<file path="config.mk">
export PLATFORM = sky130hd
export DESIGN_NAME = ex_mem_pipe_reg
export DESIGN_NICKNAME = d
export VERILOG_FILES = /design/src/rtl/ex_mem_pipe_reg.sv
export SDC_FILE = /design/constraint.sdc
export NUM_CORES = 1
export LEC_CHECK = 0
export CELL_PAD_IN_SITES_DETAIL_PLACEMENT = 0
export CELL_PAD_IN_SITES_GLOBAL_PLACEMENT = 1
export CORE_MARGIN = 2
export CORE_UTILIZATION = 38
export DETAILED_ROUTE_END_ITERATION = 10
export PLACE_DENSITY_LB_ADDON = 0.1
export SLEW_MARGIN = 10
export SYNTH_ARGS = -nofsm -noshare
export SYNTH_HDL_FRONTEND = slang
export SYNTH_SLANG_ARGS = --single-unit
export TNS_END_PERCENT = 20
</file>
<file path="constraint.sdc">
create_clock -name clock -period 7.15 [get_ports clock]
set_clock_uncertainty 0.2 [all_clocks]
set_input_delay 1.43 -clock clock [delete_from_list [all_inputs] [get_ports clock]]
set_output_delay 1.43 -clock clock [all_outputs]
set_load 0.01 [all_outputs]
</file>
<file path="src/rtl/ex_mem_pipe_reg.sv">
// ex_mem_pipe_reg: EX/MEM pipeline register with valid/ready, 2-entry skid buffer, flush and branch decode.
module ex_mem_pipe_reg #(
  parameter int DATA_W     = 32,
  parameter int REG_ADDR_W = 5,
  parameter int WB_CTRL_W  = 2
) (
  input  logic                  clock,
  input  logic                  reset,
  input  logic                  flush,
  input  logic                  inValid,
  output logic                  inReady,
  input  logic [2:0]            memControlInput,
  input  logic [WB_CTRL_W-1:0]  wbControlInput,
  input  logic [DATA_W-1:0]     aluResultInput,
  input  logic                  aluZeroInput,
  input  logic [DATA_W-1:0]     pcInput,
  input  logic [DATA_W-1:0]     registerDataInput,
  input  logic [REG_ADDR_W-1:0] writeRegisterInput,
  output logic                  outValid,
  input  logic                  outReady,
  output logic                  branch,
  output logic                  memRead,
  output logic                  memWrite,
  output logic [WB_CTRL_W-1:0]  wbControl,
  output logic [DATA_W-1:0]     aluResult,
  output logic                  aluZero,
  output logic [DATA_W-1:0]     pc,
  output logic [DATA_W-1:0]     registerData,
  output logic [REG_ADDR_W-1:0] writeRegister,
  output logic                  branchTaken
);
  localparam int PW = 3 + WB_CTRL_W + 3 * DATA_W + 1 + REG_ADDR_W;
  logic          m_valid_q, m_valid_d, s_valid_q, s_valid_d;
  logic [PW-1:0] m_q, m_d, s_q, s_d, in_w;
  logic          accept, consume;
  logic [2:0]    mc_w;
  logic [WB_CTRL_W-1:0] wb_w;
  assign in_w    = {memControlInput, wbControlInput, aluResultInput, aluZeroInput,
                    pcInput, registerDataInput, writeRegisterInput};
  assign inReady = !s_valid_q;
  assign accept  = inValid & inReady;
  assign consume = m_valid_q & outReady;
  always_comb begin
    m_valid_d = m_valid_q;
    s_valid_d = s_valid_q;
    m_d       = m_q;
    s_d       = s_q;
    if (flush) begin
      m_valid_d = 1'b0;
      s_valid_d = 1'b0;
    end else if (!m_valid_q || consume) begin
      m_valid_d = s_valid_q | accept;
      m_d       = s_valid_q ? s_q : (accept ? in_w : m_q);
      s_valid_d = 1'b0;
    end else if (accept) begin
      s_valid_d = 1'b1;
      s_d       = in_w;
    end
  end
  always_ff @(posedge clock or posedge reset) begin
    if (reset) begin
      m_valid_q <= 1'b0;
      s_valid_q <= 1'b0;
      m_q       <= '0;
      s_q       <= '0;
    end else begin
      m_valid_q <= m_valid_d;
      s_valid_q <= s_valid_d;
      m_q       <= m_d;
      s_q       <= s_d;
    end
  end
  assign {mc_w, wb_w, aluResult, aluZero, pc, registerData, writeRegister} = m_q;
  // Control gated so a bubble can never write memory or the register file.
  assign outValid    = m_valid_q;
  assign branch      = m_valid_q & mc_w[2];
  assign memRead     = m_valid_q & mc_w[1];
  assign memWrite    = m_valid_q & mc_w[0];
  assign wbControl   = m_valid_q ? wb_w : '0;
  assign branchTaken = m_valid_q & mc_w[2] & aluZero;
endmodule

</file>
==> results.json, run 1 <==
{
  "first_pass_iters": 4,
  "lay_top_cells": "mux2_2, clkdlybuf4s50_1, dfrtp_1",
  "netlist_logic_family_top": "multiplexers",
  "pg_clk_w": 0.00122,
  "cts.sinks": 216,
  "wl_per_cell_um": 17.8,
  "worstHoldPathType": "flop to flop",
  "critPathKind": "input pin to flop",
  "rr_worst_depth": 4,
  "finalCritPeriodShare": 0.533,
  "aoi_share": 0.000496,
  "hold_buffers": 0,
  "num_io_pins": 222,
  "fa_ha_area_frac": 0,
  "status": "completed",
  "top_layer_used": "met5",
  "top_area_cell": "dfrtp_1",
  "clock_latency_ns": 0.52,
  "start_kind": "input pin",
  "grtUsageTotal": 0.146,
  "cts_buffers": 25,
  "critical_path_peak_fanout": 58,
  "p_seq_w": 0.00163,
  "hp-start": "s_q[103]",
  "ff2ff_setup_slack_ns": 3.88,
  "fillCellCount": 2281,
  "dr_wl_met2_um": 9760,
  "ys_seq_share": 0.536,
  "io_buffers": 221,
  "cts_max_path_buffers": 3,
  "synthToLayoutAreaGrowth_pct": 25.2,
  "required_ns": 7.33,
  "place_area_um2": 11800,
  "power_w": 0.00357,
  "edf_count": 0,
  "ys_chip_area_um2": 10100,
  "slew_viol_final": 0,
  "ys_sh_simple": 0.00918
}
run 1: registers in the layout (all words and copies together) (netlist names):
register and count:
s_valid_q 1, outValid 1, m_q 107, s_q 107
run 1: final cells by class:
cell class | count | area (µm²) | share of cell area
inverter | 2 | 11.3 | 0.000892
clock buffer | 41 | 756 | 0.0599
antenna | 1 | 2.50 | 0.000198
sequential | 216 | 5410 | 0.428
tap | 335 | 419 | 0.0332
clock inverter | 2 | 38.8 | 0.00307
timing repair buffer | 227 | 2270 | 0.180
multi-input combinational | 335 | 3720 | 0.295
run 1: worst max-delay path, cell delays in order:
cell,delay [ns]
clkdlybuf4s50_1,0.57
nor2_1,0.10
nand3_4,0.61
buf_4,0.74
mux2_2,0.42
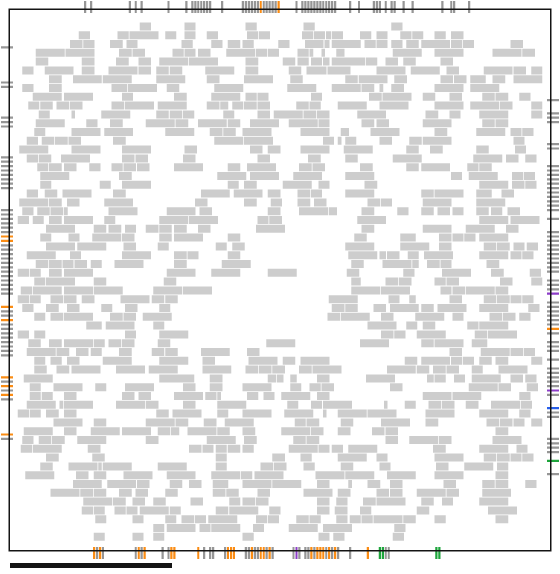
(run_1/io_placement.png)
Bar = 50 µm. Pins as bars across the die edge, other pins in gray.
| color | port | pins | direction | edge |
|---|---|---|---|---|
| orange | aluResult | 32 | output | 21 bottom, 8 left, 2 top, 1 right |
| purple | memControlInput | 3 | input | 2 right, 1 bottom |
| green | writeRegisterInput | 5 | input | 4 bottom, 1 right |
| blue | inReady | 1 | output | right |
all pins by edge: 60 right, 55 top, 54 left, 53 bottom

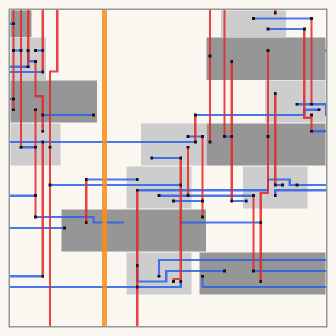
(run_1/detail.png)
Region (115, 115) to (135, 135) µm. Cells in gray, sequential cells in the stronger gray; small squares are vias.
| color | layer |
|---|---|
| blue | metal 1 |
| red | metal 2 |
| orange | metal 4 |
most frequent: mux2_2 (7), dfrtp_1 (5), mux2_1 (1)
cells with their middle in the window: 13
sequential cells in the window: 5
netlist names of flops here include: s_q (3), m_q (2)

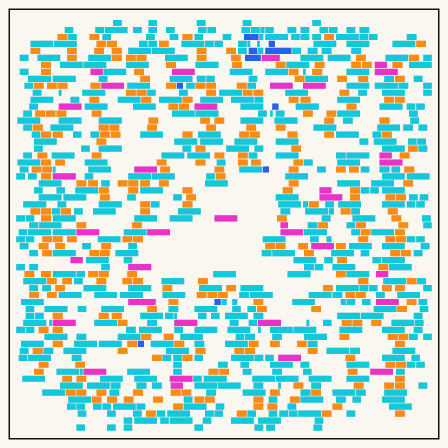
(run_1/sizes.png)
| color | size | cells | share |
|---|---|---|---|
| cyan | _0 and _1 cells | 498 | 61% |
| magenta | _6 and larger | 35 | 4.3% |
| orange | _2 cells | 280 | 34% |
| blue | _3 and _4 cells | 10 | 1.2% |

## Run 2: what changed since run 1
- clock period: 7.15 -> 3.4 ns (I/O delays scaled with it)
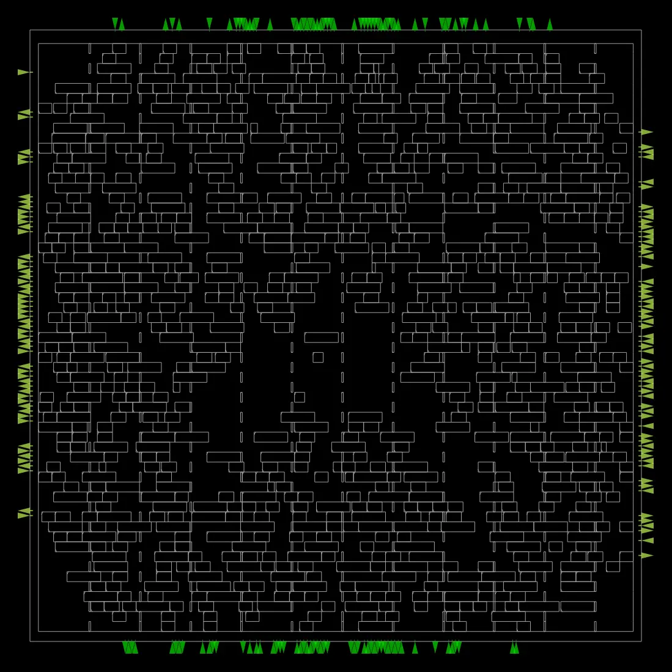
(run_2/placement.png)
Placement Rows: 59
filler cell count in the final layout: 2216
Placeable Area: 26100 µm²
sequential cell area share: 0.419

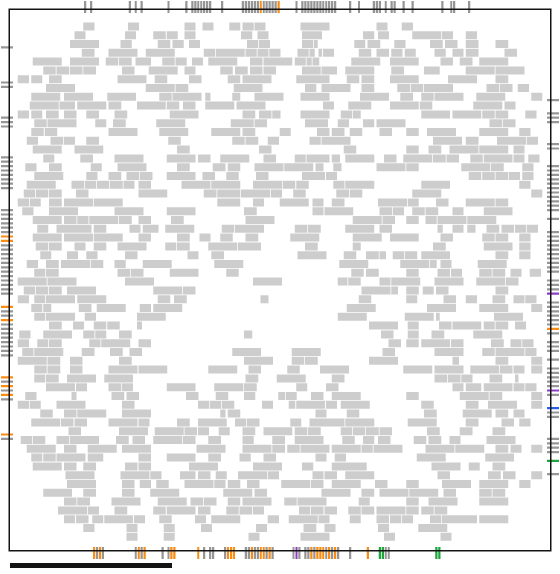
(run_2/io_placement.png)
Bar = 50 µm. Pins as bars across the die edge, other pins in gray.
| color | port | pins | direction | edge |
|---|---|---|---|---|
| orange | aluResult | 32 | output | 21 bottom, 8 left, 2 top, 1 right |
| blue | inReady | 1 | output | right |
| purple | memControlInput | 3 | input | 2 right, 1 bottom |
| green | writeRegisterInput | 5 | input | 4 bottom, 1 right |
all pins by edge: 60 right, 55 top, 54 left, 53 bottom

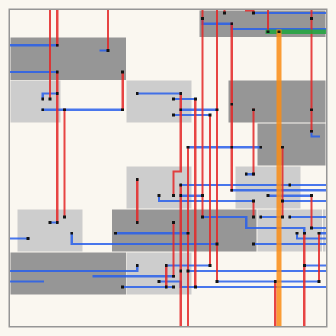
(run_2/detail.png)
Region (115, 115) to (135, 135) µm. Cells in gray, sequential cells in the stronger gray; small squares are vias.
| color | layer |
|---|---|
| green | metal 3 |
| blue | metal 1 |
| red | metal 2 |
| orange | metal 4 |
most frequent: mux2_2 (6), dfrtp_1 (5), mux2_1 (1)
netlist names of flops here include: s_q (4), m_q (1)
cells with their middle in the window: 12
sequential cells in the window: 5

==> results.json, run 2 <==
{
  "status": "completed",
  "lay_top_cells": "mux2_2, clkdlybuf4s50_1, dfrtp_1",
  "cp-endpoint": "branchTaken",
  "power.share.switching": 0.241,
  "synthToLayoutAreaGrowth_pct": 27.9,
  "cts_buffers": 25,
  "multi_input_comb_cells": 335,
  "edf_count": 0,
  "slew_viol_final": 0,
  "place_area_um2": 12000,
  "final-comb-area_um2": 3720,
  "inv_count": 2,
  "drt_wl_total_um": 21600,
  "num_io_pins": 222,
  "rsz0062_at_grt": "no",
  "first_pass_iters": 4,
  "clock_latency_ns": 0.51,
  "clkCellAreaFrac": 0.0704,
  "rr_worst_depth": 3,
  "cts.sinks": 216,
  "most_common_cell": "mux2_2",
  "syn_area_um2": 10100,
  "critPathKind": "flop to primary output",
  "finalCritPeriodShare": 0.829,
  "hold_path_depth": 1,
  "grtUsageTotal": 0.154,
  "cts_max_path_buffers": 3,
  "worstHoldPathType": "flop to flop",
  "well_tap_count": 335,
  "critical_path_peak_fanout": 9,
  "yosysTopAreaCellShare": 0.536,
  "power_switching_w": 0.00190,
  "grt_start_max_net_pins": 86,
  "ff2ff_setup_slack_ns": 1.07,
  "tool_warnings": 27,
  "p_seq_w": 0.00343,
  "maxCapViolCount": 0,
  "io_buffers": 221,
  "chipArea_um2": 27900,
  "power_w": 0.00787,
  "comb-cell-share": 0.288,
  "post_cts_buffers": 0,
  "top_area_cell": "dfrtp_1",
  "antennaDiodeCount": 1,
  "clkTransAtPathRegs_ns": 0.06,
  "fp_util": 0.387,
  "drive_above_1_share": 0.414,
  "wl_per_cell_um": 18.5,
  "required_ns": 2.52,
  "ys_chip_area_um2": 10100,
  "hp-start": "s_q[89]",
  "flops": 216,
  "ys_seq_share": 0.536,
  "hpwlAfterDp_um": 14500,
  "buffers": 237,
  "clkbuf_count": 34,
  "layout.nonclk_buf_frac": 0.189,
  "final_cell_area_um2": 12900,
  "drt-initial-drc-count": 150,
  "start_kind": "flop",
  "avgSynthCellArea_um2": 14.7,
  "regArea_um2": 5410,
  "pg_clk_w": 0.00290,
  "largestRegisters": "m_q x107, s_q x107",
  "dominant_cells": "sequential cells",
  "num_vias": 5677,
  "globalplace.congestion": 0.705,
  "hold_buffers": 0
}
run 2: routing by layer:
layer / global-route usage / share of wire / vias to the layer above
met2: 0.263 / 0.49 / 157
met1: 0.191 / 0.42 / 2902
met5: 0 / 0.0012 / -
li1: - / - / 2577
met3: 0.0421 / 0.063 / 37
met4: 0.0472 / 0.028 / 4
run 2: cell families after synthesis:
kind of cell,count (synthesis),share of synthesized area
compound gates,1,0.000496
buf+inv,137,0.0960
flops,216,0.536
mux,321,0.358
simple gates,13,0.00918
run 2: critical path: stages (launching register included):
cell and delay (ns):
dfrtp_1 0.63, and3_1 0.22, clkdlybuf4s50_1 0.56
## Run 3: what changed since run 2
- CORE_UTILIZATION: 38 -> 40
- clock period: 3.4 -> 2.9 ns (I/O delays scaled with it)
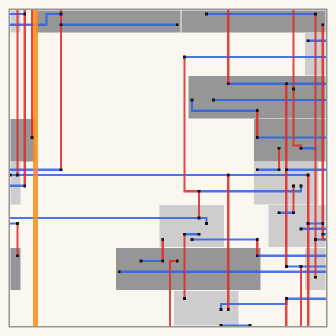
(run_3/detail.png)
Region (112, 112) to (132, 132) µm. Cells in gray, sequential cells in the stronger gray; small squares are vias.
| color | layer |
|---|---|
| blue | metal 1 |
| orange | metal 4 |
| red | metal 2 |
sequential cells in the window: 4
most frequent: dfrtp_1 (4), mux2_2 (2), mux2_1 (2)
cells with their middle in the window: 8
netlist names of flops here include: s_q (3), m_q (1)

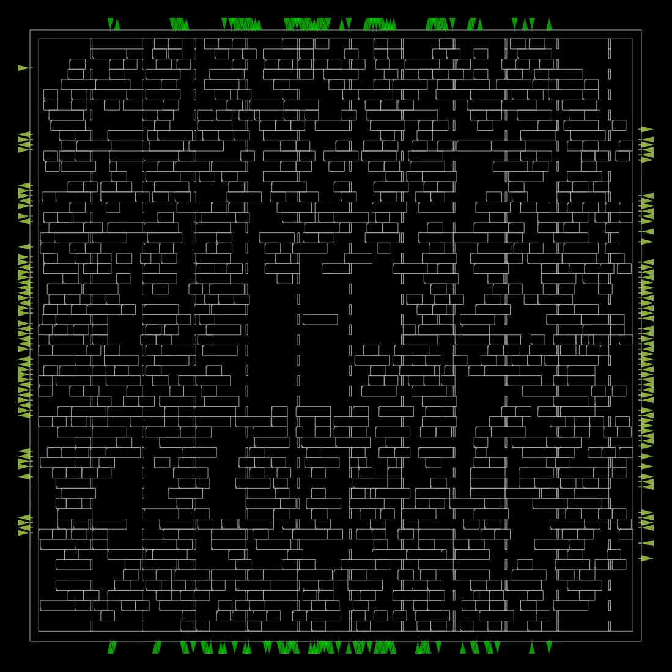
(run_3/placement.png)
sequential cell area share: 0.424
Tap Count: 330
filler cell count in the final layout: 2163
seq_cells: 216

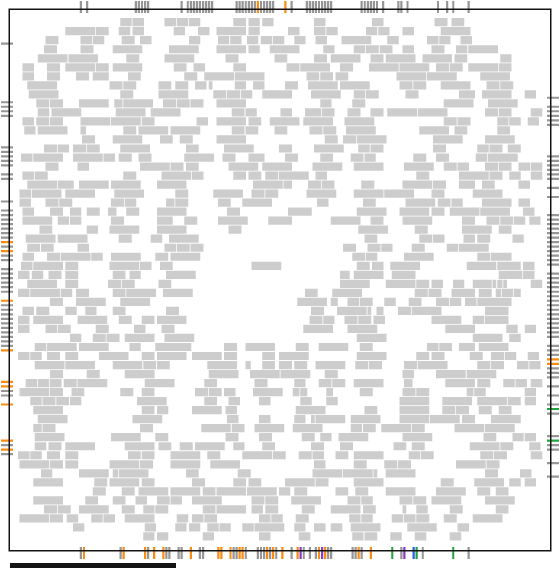
(run_3/io_placement.png)
Bar = 50 µm. Pins as bars across the die edge, other pins in gray.
| color | port | pins | direction | edge |
|---|---|---|---|---|
| purple | memControlInput | 3 | input | bottom |
| green | writeRegisterInput | 5 | input | 3 bottom, 2 right |
| blue | inReady | 1 | output | bottom |
| orange | aluResult | 32 | output | 19 bottom, 9 left, 2 top, 2 right |

==> results.json, run 3 <==
{
  "status": "completed",
  "cp_slowest_cell": "clkdlybuf4s50_1",
  "grtUsageTotal": 0.158,
  "met1Wirelength_um": 8840,
  "yosysTopAreaCellShare": 0.536,
  "syn_area_um2": 10100,
  "synthToLayoutAreaGrowth_pct": 26.6,
  "viasPerCell": 4.79,
  "cpLargestDelayFamily": "buffers and inverters",
  "cts_max_path_buffers": 3,
  "aoi_share": 0.000496,
  "tool_warnings": 27,
  "num_io_pins": 222,
  "ys_sh_xor": 0,
  "netlist_top_cells_count": "mux2_2, dfrtp_1, buf_4, mux2_1, buf_2",
  "cts_tree": "done",
  "cp-endpoint": "wbControl[0]",
  "post_cts_buffers": 0,
  "worstHoldPathType": "input pin to asynchronous set/reset pin",
  "top_layer_used": "met5",
  "clock_latency_ns": 0.51,
  "timing.rr.start": "outValid",
  "drt_wl_total_um": 21100,
  "drive_above_1_share": 0.405,
  "lay_top_cells": "mux2_2, clkdlybuf4s50_1, dfrtp_1",
  "cts.sinks": 216,
  "core_area_um2": 25000,
  "io_buffers": 221,
  "hpwlAfterDp_um": 14100,
  "busiest_layer": "met2",
  "largestRegisters": "m_q x107, s_q x107",
  "wl_per_cell_um": 18.2,
  "critical_path_peak_fanout": 9,
  "globalplace.congestion": 0.744,
  "lay_top_count": "mux2_2",
  "grt_use_met3": 0.0471,
  "final_cell_area_um2": 12800,
  "rr_worst_depth": 4,
  "cts_buffers": 25,
  "avgSynthCellArea_um2": 14.7,
  "place_area_um2": 12000,
  "slew_viol_final": 0,
  "edf_count": 0,
  "grt_start_max_net_pins": 83,
  "netlist_logic_family_top": "multiplexers",
  "power_w": 0.00887,
  "antennaDiodeCount": 0,
  "finalCritPeriodShare": 0.903,
  "most_common_cell": "mux2_2",
  "synthMuxAreaShare": 0.358,
  "crit_start": "outValid",
  "timing.setup.tns_ns": 0,
  "fa_ha_area_frac": 0,
  "max_freq_ghz": 0.382,
  "chipArea_um2": 26500,
  "fp_util": 0.404,
  "ys_chip_area_um2": 10100,
  "num_vias": 5553,
  "drt-initial-drc-count": 212,
  "ys_sh_simple": 0.00918,
  "synth_cell_types": 17,
  "wl_met3_um": 1430,
  "top_area_cell": "dfrtp_1",
  "cp.buffers_inverters": 1,
  "rows": 58,
  "clkTransAtPathRegs_ns": 0.06,
  "use_met1": 0.199,
  "die_w_um": 163,
  "use_met2": 0.268,
  "ys_seq_share": 0.536,
  "start_kind": "flop",
  "maxCapViolCount": 0,
  "critical-path-max-stage-delay_ns": 0.61,
  "dr_wl_met2_um": 10400,
  "required_ns": 2.12,
  "cp_cell_sequence": "and2_1 -> clkdlybuf4s50_1",
  "drc_errors": 0,
  "critPathKind": "flop to primary output",
  "crit_cells": 2,
  "first_pass_iters": 4,
  "ff2ff_setup_slack_ns": 0.73,
  "rsz0062_at_grt": "no"
}
==> run 3: final cells by class <==
cell class,instances,area (µm²),area share
Tap cell,330,413,0.0323
Clock inverter,6,61.3,0.00480
Multi-Input combinational cell,335,3720,0.291
Inverter,2,11.3,0.000882
Clock buffer,37,751,0.0588
Timing Repair Buffer,233,2400,0.188
Sequential cell,216,5410,0.424
==> run 3: report_power, final <==
part           switching [W]  internal (W)  leakage [nW]
clock                0.00118       0.00187         0.401
sequential          0.000338       0.00368          2.59
combinational       0.000624       0.00118          2.28
total                0.00214       0.00673          5.28
==> run 3: worst register-to-register path, cell delays in order, from the launching register on <==
cell and delay (ns):
dfrtp_1 0.50, and2b_4 0.26, nor3_4 0.35, buf_12 0.32, mux2_2 0.45
Power is estimated from default activity; no workload was simulated.
